==> run_1/met3.png <==
The bar under the picture is 20 µm long.
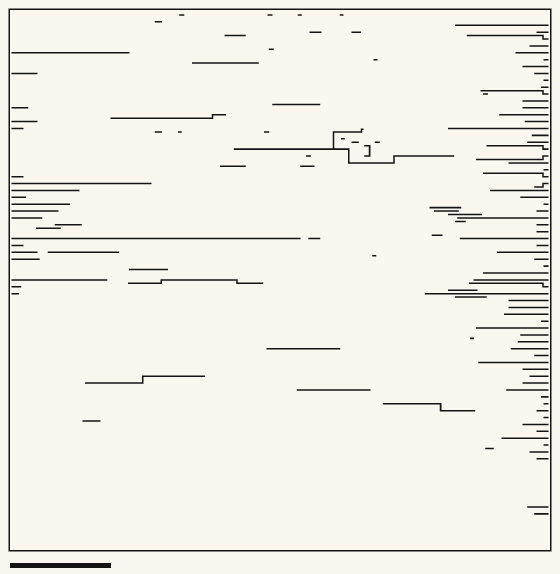
==> run_1/gate_families.png <==
The bar under the picture is 20 µm long.
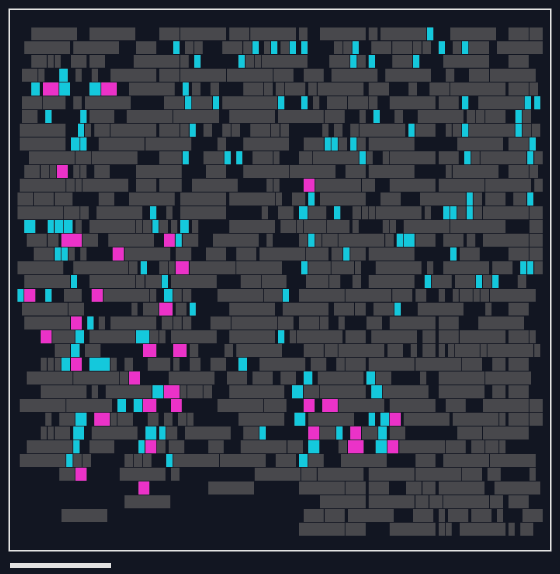
==> run_1/port_nets.png <==
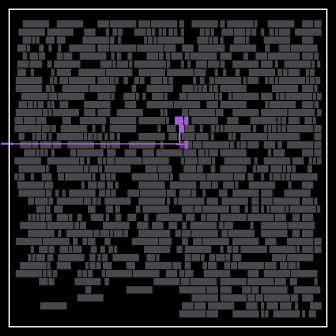
<file path="src/rtl/time_syn_pkg.sv">
`default_nettype none
// ============================================================================
// Package     : time_syn_pkg
// Description : Shared constants for the slot/sync beacon originator: frame
//               type default, frame length, beacon flag bit positions,
//               broadcast MAC and FSM state encodings.
// Revision    : 1.0 - initial release
// ============================================================================
package time_syn_pkg;

    localparam logic [15:0] C_SLOT_ID_TYPE = 16'hff03;
    localparam int          C_FRAME_LEN    = 8;
    localparam logic [2:0]  C_LAST_BEAT    = 3'(C_FRAME_LEN - 1);

    // Bit positions inside the beacon flag byte (low byte of beat 1)
    localparam int          C_FLAG_SLOT_ID = 0;
    localparam int          C_FLAG_SYN     = 1;

    localparam logic [47:0] C_BCAST_MAC    = 48'hFFFF_FFFF_FFFF;

    // Serializer FSM encodings
    localparam logic [1:0]  S_IDLE         = 2'd0;
    localparam logic [1:0]  S_LOAD         = 2'd1;
    localparam logic [1:0]  S_SEND         = 2'd2;

endpackage
`default_nettype wire

</file>
<file path="src/rtl/slot_beacon_tx_if.sv">
`default_nettype none
// ============================================================================
// Interface   : slot_beacon_tx_if
// Description : 64-bit AXI-Stream TX bundle carrying beacon frames towards
//               the MAC TX arbiter.
//   master : drives tvalid/tdata/tlast/tkeep/tuser, samples tready
//   slave  : samples the payload signals, drives tready
// Revision    : 1.0 - initial release
// ============================================================================
interface slot_beacon_tx_if;
    logic        tvalid;
    logic        tready;
    logic [63:0] tdata;
    logic        tlast;
    logic [7:0]  tkeep;
    logic        tuser;

    modport master (output tvalid, tdata, tlast, tkeep, tuser, input tready);
    modport slave  (input tvalid, tdata, tlast, tkeep, tuser, output tready);
endinterface
`default_nettype wire

</file>
<file path="src/rtl/slot_beacon_tx_timer.sv">
`default_nettype none
// ============================================================================
// Module      : slot_timer
// Description : Free-running slot counter with slot-ID toggle, 16-bit beacon
//               sequence number and sync-period counter.
//   i_clk, i_rst_n : clock, asynchronous active-low reset
//   i_run          : counter runs while high, otherwise held at 0
//   o_boundary     : combinational, high on the last cycle of a slot
//   o_syn_flag     : sync-start flag for the beacon raised at this boundary
//   o_slot_start   : one-cycle pulse the cycle after a boundary
//   o_slot_id      : current (post-toggle) slot ID
//   o_seq          : current (post-increment) sequence number
// Revision    : 1.0 - initial release
// ============================================================================
module slot_timer #(
    parameter int P_SLOT_LEN   = 1000,
    parameter int P_SYN_PERIOD = 16
) (
    input  wire logic        i_clk,
    input  wire logic        i_rst_n,
    input  wire logic        i_run,
    output logic             o_boundary,
    output logic             o_syn_flag,
    output logic             o_slot_start,
    output logic             o_slot_id,
    output logic [15:0]      o_seq
);
    localparam logic [15:0] C_SLOT_LAST = 16'(P_SLOT_LEN - 1);
    localparam logic [7:0]  C_SYN_LAST  = 8'(P_SYN_PERIOD - 1);

    logic [15:0] slot_cnt_q, slot_cnt_d;
    logic [7:0]  syn_cnt_q,  syn_cnt_d;
    logic [15:0] seq_q,      seq_d;
    logic        slot_id_q,  slot_id_d;
    logic        slot_start_q;
    logic        w_boundary;

    assign w_boundary = i_run && (slot_cnt_q == C_SLOT_LAST);

    always_comb begin
        slot_cnt_d = slot_cnt_q + 16'd1;
        syn_cnt_d  = syn_cnt_q;
        seq_d      = seq_q;
        slot_id_d  = slot_id_q;
        if (!i_run) begin
            // Sync phase restarts on re-enable so the first beacon carries SYN
            slot_cnt_d = 16'd0;
            syn_cnt_d  = 8'd0;
        end else if (w_boundary) begin
            slot_cnt_d = 16'd0;
            syn_cnt_d  = (syn_cnt_q == C_SYN_LAST) ? 8'd0 : syn_cnt_q + 8'd1;
            seq_d      = seq_q + 16'd1;
            slot_id_d  = ~slot_id_q;
        end
    end

    always_ff @(posedge i_clk or negedge i_rst_n) begin
        if (!i_rst_n) begin
            slot_cnt_q   <= 16'd0;
            syn_cnt_q    <= 8'd0;
            seq_q        <= 16'd0;
            slot_id_q    <= 1'b0;
            slot_start_q <= 1'b0;
        end else begin
            slot_cnt_q   <= slot_cnt_d;
            syn_cnt_q    <= syn_cnt_d;
            seq_q        <= seq_d;
            slot_id_q    <= slot_id_d;
            slot_start_q <= w_boundary;
        end
    end

    assign o_boundary   = w_boundary;
    assign o_syn_flag   = (syn_cnt_q == 8'd0);
    assign o_slot_start = slot_start_q;
    assign o_slot_id    = slot_id_q;
    assign o_seq        = seq_q;
endmodule
`default_nettype wire

</file>
<file path="src/rtl/slot_beacon_tx.sv">
`default_nettype none
// ============================================================================
// Module      : slot_beacon_tx
// Description : Master-side slot/sync beacon originator. At every slot
//               boundary emits one 8-beat 64-bit AXI-Stream frame carrying
//               slot ID, sync flag, sequence number and local time.
//   i_clk, i_rst_n   : clock, asynchronous active-low reset
//   i_beacon_en      : beacon generation enable (level)
//   i_stat_rx_status : link up; beacons suppressed while low
//   i_local_time     : master local time, latched in LOAD
//   o_cur_slot_id    : current slot ID
//   o_slot_start     : pulse at each slot start
//   o_beacon_busy    : high from LOAD until tlast accepted
//   o_drop_cnt       : saturating count of dropped beacons
//   tx               : AXI-Stream master (tvalid/tready/tdata/tlast/tkeep/tuser)
// Revision    : 1.0 - initial release
// ============================================================================
module slot_beacon_tx
    import time_syn_pkg::*;
#(
    parameter int          P_SLOT_LEN     = 1000,
    parameter int          P_SYN_PERIOD   = 16,
    parameter logic [15:0] P_SLOT_ID_TYPE = C_SLOT_ID_TYPE,
    parameter logic [47:0] P_SRC_MAC      = 48'h00_0A_35_00_00_01
) (
    input  wire logic        i_clk,
    input  wire logic        i_rst_n,
    input  wire logic        i_beacon_en,
    input  wire logic        i_stat_rx_status,
    input  wire logic [63:0] i_local_time,
    output logic             o_cur_slot_id,
    output logic             o_slot_start,
    output logic             o_beacon_busy,
    output logic [15:0]      o_drop_cnt,
    slot_beacon_tx_if.master tx
);
    logic        w_boundary, w_syn_flag, w_slot_id;
    logic [15:0] w_seq;

    logic [1:0]  state_q, state_d;
    logic [2:0]  beat_q;
    logic        syn_pend_q;
    logic        fr_slot_id_q, fr_syn_q;
    logic [15:0] fr_seq_q;
    logic [63:0] fr_time_q;
    logic [15:0] drop_cnt_q;
    logic [7:0]  w_flags;

    slot_timer #(
        .P_SLOT_LEN   (P_SLOT_LEN),
        .P_SYN_PERIOD (P_SYN_PERIOD)
    ) u_slot_timer (
        .i_clk        (i_clk),
        .i_rst_n      (i_rst_n),
        .i_run        (i_beacon_en && i_stat_rx_status),
        .o_boundary   (w_boundary),
        .o_syn_flag   (w_syn_flag),
        .o_slot_start (o_slot_start),
        .o_slot_id    (w_slot_id),
        .o_seq        (w_seq)
    );

    // State register
    always_ff @(posedge i_clk or negedge i_rst_n) begin
        if (!i_rst_n) state_q <= S_IDLE;
        else          state_q <= state_d;
    end

    // Next-state logic
    always_comb begin
        state_d = state_q;
        case (state_q)
            S_IDLE:  if (w_boundary) state_d = S_LOAD;
            S_LOAD:  state_d = S_SEND;
            S_SEND:  if (tx.tready && beat_q == C_LAST_BEAT) state_d = S_IDLE;
            default: state_d = S_IDLE;
        endcase
    end

    // Frame datapath. Slot ID and seq are read in LOAD, i.e. after the
    // boundary update; the sync flag belongs to the boundary itself and is
    // captured there.
    always_ff @(posedge i_clk or negedge i_rst_n) begin
        if (!i_rst_n) begin
            beat_q       <= 3'd0;
            syn_pend_q   <= 1'b0;
            fr_slot_id_q <= 1'b0;
            fr_syn_q     <= 1'b0;
            fr_seq_q     <= 16'd0;
            fr_time_q    <= 64'd0;
            drop_cnt_q   <= 16'd0;
        end else begin
            if (state_q == S_IDLE && w_boundary) begin
                syn_pend_q <= w_syn_flag;
            end
            if (state_q == S_LOAD) begin
                fr_slot_id_q <= w_slot_id;
                fr_syn_q     <= syn_pend_q;
                fr_seq_q     <= w_seq;
                fr_time_q    <= i_local_time;
                beat_q       <= 3'd0;
            end else if (state_q == S_SEND && tx.tready) begin
                beat_q <= beat_q + 3'd1;
            end
            if (w_boundary && state_q != S_IDLE && drop_cnt_q != 16'hFFFF) begin
                drop_cnt_q <= drop_cnt_q + 16'd1;
            end
        end
    end

    always_comb begin
        w_flags                 = 8'd0;
        w_flags[C_FLAG_SLOT_ID] = fr_slot_id_q;
        w_flags[C_FLAG_SYN]     = fr_syn_q;
    end

    // Outputs: payload is a pure function of registers, so it holds while stalled
    always_comb begin
        tx.tvalid = (state_q == S_SEND);
        tx.tlast  = (state_q == S_SEND) && (beat_q == C_LAST_BEAT);
        tx.tkeep  = (state_q == S_SEND) ? 8'hFF : 8'h00;
        tx.tuser  = 1'b0;
        tx.tdata  = 64'd0;
        if (state_q == S_SEND) begin
            case (beat_q)
                3'd0:    tx.tdata = {C_BCAST_MAC, P_SRC_MAC[47:32]};
                3'd1:    tx.tdata = {P_SRC_MAC[31:0], P_SLOT_ID_TYPE, 8'h00, w_flags};
                3'd2:    tx.tdata = {48'd0, fr_seq_q};
                3'd3:    tx.tdata = fr_time_q;
                default: tx.tdata = 64'd0;
            endcase
        end
        o_beacon_busy = (state_q != S_IDLE);
    end

    assign o_cur_slot_id = w_slot_id;
    assign o_drop_cnt    = drop_cnt_q;
endmodule
`default_nettype wire

</file>
<file path="src/flat_wrapper.sv">
// flat-port wrapper written by rule: the top's interface ports become plain ports
module slot_beacon_tx_flat import time_syn_pkg::*;
#(
    parameter int          P_SLOT_LEN     = 1000,
    parameter int          P_SYN_PERIOD   = 16,
    parameter logic [15:0] P_SLOT_ID_TYPE = C_SLOT_ID_TYPE,
    parameter logic [47:0] P_SRC_MAC      = 48'h00_0A_35_00_00_01
)
  (i_clk, i_rst_n, i_beacon_en, i_stat_rx_status, i_local_time, o_cur_slot_id, o_slot_start, o_beacon_busy, o_drop_cnt, tx_tvalid, tx_tdata, tx_tlast, tx_tkeep, tx_tuser, tx_tready);
  slot_beacon_tx_if tx_i ();
  input  wire logic i_clk;
  input  wire logic i_rst_n;
  input  wire logic i_beacon_en;
  input  wire logic i_stat_rx_status;
  input  wire logic [63:0] i_local_time;
  output logic o_cur_slot_id;
  output logic o_slot_start;
  output logic o_beacon_busy;
  output logic [15:0] o_drop_cnt;
  output wire logic [$bits(tx_i.tvalid)-1:0] tx_tvalid;
  output wire logic [$bits(tx_i.tdata)-1:0] tx_tdata;
  output wire logic [$bits(tx_i.tlast)-1:0] tx_tlast;
  output wire logic [$bits(tx_i.tkeep)-1:0] tx_tkeep;
  output wire logic [$bits(tx_i.tuser)-1:0] tx_tuser;
  input wire logic [$bits(tx_i.tready)-1:0] tx_tready;
  assign tx_tvalid = tx_i.tvalid;
  assign tx_tdata = tx_i.tdata;
  assign tx_tlast = tx_i.tlast;
  assign tx_tkeep = tx_i.tkeep;
  assign tx_tuser = tx_i.tuser;
  assign tx_i.tready = tx_tready;
  slot_beacon_tx #(.P_SLOT_LEN(P_SLOT_LEN), .P_SYN_PERIOD(P_SYN_PERIOD), .P_SLOT_ID_TYPE(P_SLOT_ID_TYPE), .P_SRC_MAC(P_SRC_MAC)) u_core (.i_clk(i_clk), .i_rst_n(i_rst_n), .i_beacon_en(i_beacon_en), .i_stat_rx_status(i_stat_rx_status), .i_local_time(i_local_time), .o_cur_slot_id(o_cur_slot_id), .o_slot_start(o_slot_start), .o_beacon_busy(o_beacon_busy), .o_drop_cnt(o_drop_cnt), .tx(tx_i));
endmodule
</file>
<file path="config.mk">
export PLATFORM = sky130hd
export DESIGN_NAME = slot_beacon_tx_flat
export DESIGN_NICKNAME = d
export VERILOG_FILES = /design/src/rtl/time_syn_pkg.sv /design/src/rtl/slot_beacon_tx_if.sv /design/src/rtl/slot_beacon_tx_timer.sv /design/src/rtl/slot_beacon_tx.sv /design/src/flat_wrapper.sv
export SDC_FILE = /design/constraint.sdc
export NUM_CORES = 1
export LEC_CHECK = 0
export CAP_MARGIN = 10
export CORE_UTILIZATION = 63
export DETAILED_ROUTE_END_ITERATION = 8
export DONT_BUFFER_PORTS = 1
export GPL_TIMING_DRIVEN = 0
export PLACE_DENSITY_LB_ADDON = 0.12
export SYNTH_ARGS = -nofsm -noshare
export SYNTH_HDL_FRONTEND = slang
export SYNTH_SLANG_ARGS = --single-unit
</file>
<file path="constraint.sdc">
create_clock -name i_clk -period 4 [get_ports i_clk]
set_clock_uncertainty 0.2 [all_clocks]
set_input_delay 1.2 -clock i_clk [delete_from_list [all_inputs] [get_ports i_clk]]
set_output_delay 1.2 -clock i_clk [all_outputs]
set_load 0.005 [all_outputs]
</file>
==> impl_metrics.tcl, run 1 <==
# yosys + openroad results
set metrics [dict create \
    rows 37 \
    clock.fmax_mhz 265 \
    core_area_um2 10500 \
    p_comb_frac 0.003 \
    inverters 11 \
    ys_chip_area_um2 6910 \
    powerSeq_mw 1.48 \
    reg2reg_depth 6 \
    ir_worst_vdd_v 0.000329 \
    setup_tns_ns 0 \
    path_class "flop to output pin" \
    fillCellCount 707 \
    drive_above_1_share 0.214 \
    post-route-util 0.741 \
    cts-resized-gates 4 \
    clkSinkCount 146 \
    timing.rr.end "u_core.o_drop_cnt[14]" \
    drc 0 \
    clkLatencyLatePin_ns 0.52 \
    cp_data_required_time_ns 2.60 \
    post_cts_buffers 0 \
    rrSetupSlack_ns 1.02 \
    synthToLayoutAreaGrowth_pct 12.2 \
    ys_warn_count 0 \
    gr-usage-met2 0.464 \
    avgSynthCellArea_um2 10.8 \
    dr_wl_met2_um 7700 \
    grt_pass1_wl_um 24500 \
    cts_root_buf "clkbuf_8" \
    rsz0062_at_grt "false" \
    stdcell_count 810 \
    met3_length_um 940 \
    setup_viol 0 \
    power_leader "clock" \
    reg2reg_from "u_core.u_slot_timer.slot_cnt_q[11]" \
    busiest_layer "met2" \
    cap_violations 0 \
    cp_common_cell "clkbuf_2" \
    fp_util 0.660 \
    drtIter0Drc 437 \
    warning_count 33 \
    status "completed" \
    crit_end "tx_tdata[22]" \
    synth-edff-count 0 \
    groute.usage.overall 0.280 \
    synth-async-reset-ratio 1.00 \
    cellPowerDensity_nw_per_um2 415 \
    power.net_switching_mw 0.596 \
    clk_share 0.0838 \
    use_met1 0.345 \
    area_leaders "dfrtp_1, mux2_2, nand2_1, a21oi_1, xnor2_1" \
    design_area_um2 7750 \
    cp-start-kind "flop" \
    logic_area_um2 3020 \
    dr.pass1.iters 4 \
    nets 741 \
    dp_cells 776 \
    nClkBuffers 21 \
    dpl.hpwl_um 10400 \
    layout_top_cell "dfrtp_1" \
    vias_per_cell 6.08 \
    p_int_mw 2.62 \
    comb_cell_power_mw 0.00998 \
    yosysCellCount 640 \
    synth_cell_type_count 45 \
    cpMaxStageDelayCell "dfrtp_1" \
    slew_violations 0 \
    comb_share 0.390 \
    wl_met1_um 6260 \
    topRoutingLayerUsed "met4" \
    finalClockPeriodUsage 0.942 \
    syn_area_um2 6910 \
    cts_tree "done" \
    wl_per_cell_um 18.8 \
    powerClk_mw 1.72 \
    synth_nets 720 \
    worst_hold_slack_ns 0.169 \
    lay_top_cells "dfrtp_1, mux2_2, nand2_1" \
    n_all_buffers 45 \
    buffer_area_frac 0.0274 \
    overflow 0 \
    endpoint_kind "output pin" \
    regArea_um2 3650 \
    antenna_found_initial 0 \
]
Back to the opening pictures, met3.png:
wire length on this layer: 941 µm
main direction: horizontal
nets with wire on the layer: 108
share of all routed wire: 6.2%
vias: 4,924
final wirelength: 15,200 µm
GR Util met3: 0.0705

Back to the opening pictures, gate_families.png:
[magenta] AND and OR gates | cells: 31
[cyan] NAND gates | cells: 117 | where: widely spread

Back to the opening pictures, port_nets.png:
[purple] tx_tready | direction: input | edge: west | end cells: 4 | buffers: 0 | wire: 69.2 µm
I/O pin total: 163
I/O Buffers: 0

## run 1: kinds of logic after synthesis
kind of cell / count (synthesis) / share of synthesized area
AND/OR/NAND/NOR: 208 / 0.145
flip-flops: 146 / 0.529
AND-OR/OR-AND: 91 / 0.0752
multiplexers: 89 / 0.145
buffers and inverters: 54 / 0.0344
XOR/XNOR: 40 / 0.0507
adder cells (fa/ha/maj): 11 / 0.0199
other: 1 / 0.000543
## run 1: critical path, delay by kind of cell, from the launching register on
| kind | cells | cell delay (ns) |
|---|---|---|
| DFF | 1 | 0.42 |
| buffers and inverters | 3 | 0.60 |
| adders and majority gates | 1 | 0.16 |
| AOI/OAI and AO/OA | 1 | 0.25 |
| and+or+nand+nor | 4 | 0.42 |
==> inputs of run 2 (changes only) <==
--- a/config.mk
+++ b/config.mk
@@ -6,11 +6,12 @@
 export NUM_CORES = 1
 export LEC_CHECK = 0
 export CAP_MARGIN = 10
-export CORE_UTILIZATION = 63
+export CORE_UTILIZATION = 64
 export DETAILED_ROUTE_END_ITERATION = 8
 export DONT_BUFFER_PORTS = 1
 export GPL_TIMING_DRIVEN = 0
 export PLACE_DENSITY_LB_ADDON = 0.12
 export SYNTH_ARGS = -nofsm -noshare
 export SYNTH_HDL_FRONTEND = slang
+export SYNTH_HIERARCHICAL = 1
 export SYNTH_SLANG_ARGS = --single-unit
==> impl_metrics.tcl, run 2 <==
# yosys + openroad results
set metrics [dict create \
    status "completed" \
    post-route-util 0.734 \
    worst_hold_slack_ns 0.165 \
    drive_above_1_share 0.251 \
    synth_cells 649 \
    endpoint_kind "output pin" \
    clkLatencyLatePin_ns 0.53 \
    relSlewSlack 0.499 \
    rows 38 \
    clk_pin_slew_worst_paths_ns 0.06 \
    ys_sh_aoi 0.0783 \
    timing.rr.end "u_core/o_drop_cnt[12]" \
    clkSinkCount 146 \
    synth_nets 729 \
    fp_util 0.659 \
    crit_end "tx_tdata[1]" \
    clock.fmax_mhz 261 \
    startpoint "u_core/beat_q[0]" \
    grt_pass1_wl_um 23600 \
    portBuffers 0 \
    grt_max_degree 147 \
    synth-edff-count 0 \
    yosys.area_share.adder 0.0192 \
    syn_area_um2 7180 \
    max_stage_delay_ns 0.40 \
    synth_top_area_share 0.509 \
    cp_common_cell "buf_2" \
    busiest_layer "met2" \
    synth-async-reset-ratio 1.00 \
    largest_reg_flops 64 \
    clk_share 0.0798 \
    drtIter0Drc 299 \
    area_leaders "dfrtp_1, mux2_2, nand2_1, a21oi_1, xnor2_1" \
    path_depth 9 \
    finalHoldViolCount 0 \
    inverters 11 \
    setup_tns_ns 0 \
    yosysTopAreaCell "dfrtp_1" \
    numCtsBuffers 17 \
    cts_buffer_depth 2 \
    xor_area_frac 0.0560 \
    dr.pass1.iters 5 \
    ir_worst_vdd_v 0.000408 \
    regArea_um2 3650 \
    logic_area_um2 3230 \
    cellPowerDensity_nw_per_um2 400 \
    die-area_um2 11600 \
    worst-path-buf-inv 4 \
    setup_viol 0 \
    drc 0 \
    warning_count 33 \
    route.vias.total 4922 \
    ys_warn_count 6 \
    antenna_found_initial 0 \
    simple_gate_area_frac 0.162 \
    core_area_um2 10900 \
    flops 146 \
    wirelength_um 15000 \
    rsz0062_at_grt "false" \
    wl_met1_um 6370 \
    gr-usage-met2 0.435 \
    tightest_slew_ns 0.745 \
    hold_path_class "input pin to async pin" \
    rrSetupSlack_ns 1.36 \
    fp.dieH_um 108 \
    reg2reg_from "u_core/u_slot_timer/slot_cnt_q[0]" \
    wl_per_cell_um 18.3 \
    topRoutingLayerUsed "met4" \
    crit_chain "inv_1 -> ha_1 -> nor2b_1 -> buf_2 -> nor2_1 -> a21o_1 -> buf_2 -> buf_2 -> nor2_1" \
    groute.usage.overall 0.269 \
    cts_root_buf "clkbuf_8" \
    cpMaxStageDelayCell "dfrtp_1" \
    logic_family "simple AND/OR/NAND/NOR gates" \
    ys_chip_area_um2 7180 \
    grt_pass1_vias 4764 \
    nClkBuffers 20 \
    nets 748 \
    pre_cts_ws_ns 0.618 \
    synthToLayoutAreaGrowth_pct 11.4 \
    cp_data_required_time_ns 2.60 \
    met3_length_um 1000 \
    avgSynthCellArea_um2 11.1 \
    grtUsageMet3 0.0950 \
    slew_violations 0 \
    cp-start-kind "flop" \
    cap_violations 0 \
    synth_cell_type_count 63 \
    reg2reg_depth 8 \
    yosys-mux-area-fraction 0.134 \
    cp_top_family "buffers and inverters" \
    fillCellCount 788 \
    taps 140 \
    path_class "flop to output pin" \
    common_cells "dfrtp_1, mux2_2, nand2_1, a21oi_1, nor2_1" \
    use_met1 0.334 \
    dpl.hpwl_um 10500 \
    finalClockPeriodUsage 0.957 \
    n_all_buffers 45 \
    cts_tree "done" \
    dr_wl_met2_um 7490 \
    vias_per_cell 6.00 \
    buffer_area_frac 0.0319 \
    seq_area_frac 0.457 \
    yosysCellCount 649 \
    logic_gates 447 \
    post_cts_buffers 0 \
    overflow 0 \
    lay_top_cells "dfrtp_1, mux2_2, nand2_1" \
    io-pin-count 163 \
]
run 2: cell types whose count changed after synthesis, sizes merged, moves of 5 or more:
cell / previous run / this run
nand4: 11 / 18
a21oi: 58 / 51
buf: 12 / 28
clkbuf: 31 / 17
nand2: 84 / 77
nor3: 9 / 3
nor2: 41 / 46
run 2: through the flow:
stage / cell area [µm²] / std cells
5_1_grt: 8000 / 821
6_report: 8000 / 821
3_3_place_gp: 7350 / 789
2_1_floorplan: 7180 / 649
3_5_place_dp: 7350 / 789
4_1_cts: 7990 / 821
run 2: report_power, final:
group,switching [mW],internal [mW]
clock,0.614,1.10
combinational,0.00515,0.00310
sequential,0.00103,1.48
total,0.620,2.58
run 2: timing repair:
action                     4_1_cts  5_1_grt
setup endpoints to repair        0       56
gates resized                    0        5
hold endpoints to repair         0        0
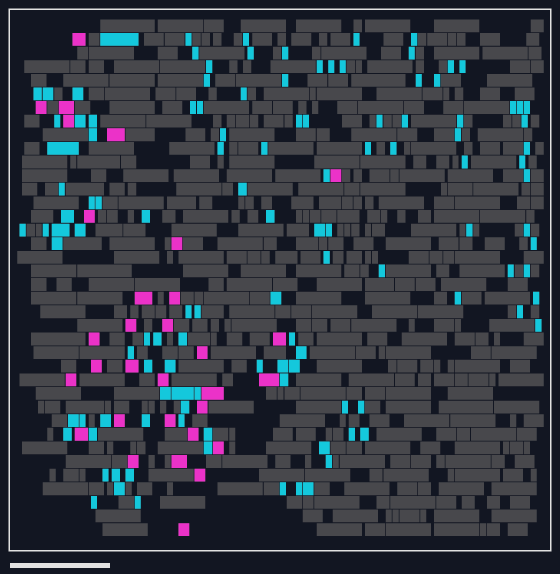
(run_2/gate_families.png)
The bar under the picture is 20 µm long.
[magenta] AND and OR gates | cells: 31
[cyan] NAND gates | cells: 118 | where: widely spread
Top cell excl fill/tap: dfrtp_1
combinational share of cell area: 0.404
fin cells: 821

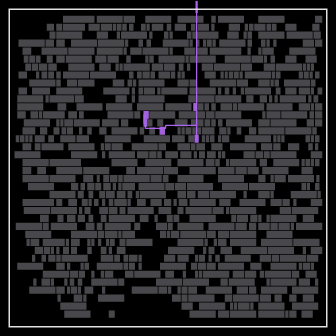
(run_2/port_nets.png)
[purple] tx_tready | direction: input | edge: north | end cells: 5 | buffers: 0 | wire: 69.5 µm

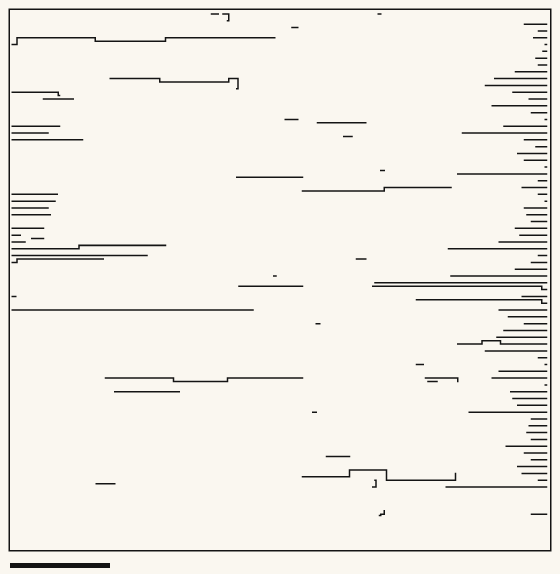
(run_2/met3.png)
The bar under the picture is 20 µm long.
main direction: horizontal
share of all routed wire: 6.7%
wire length on this layer: 1,000 µm

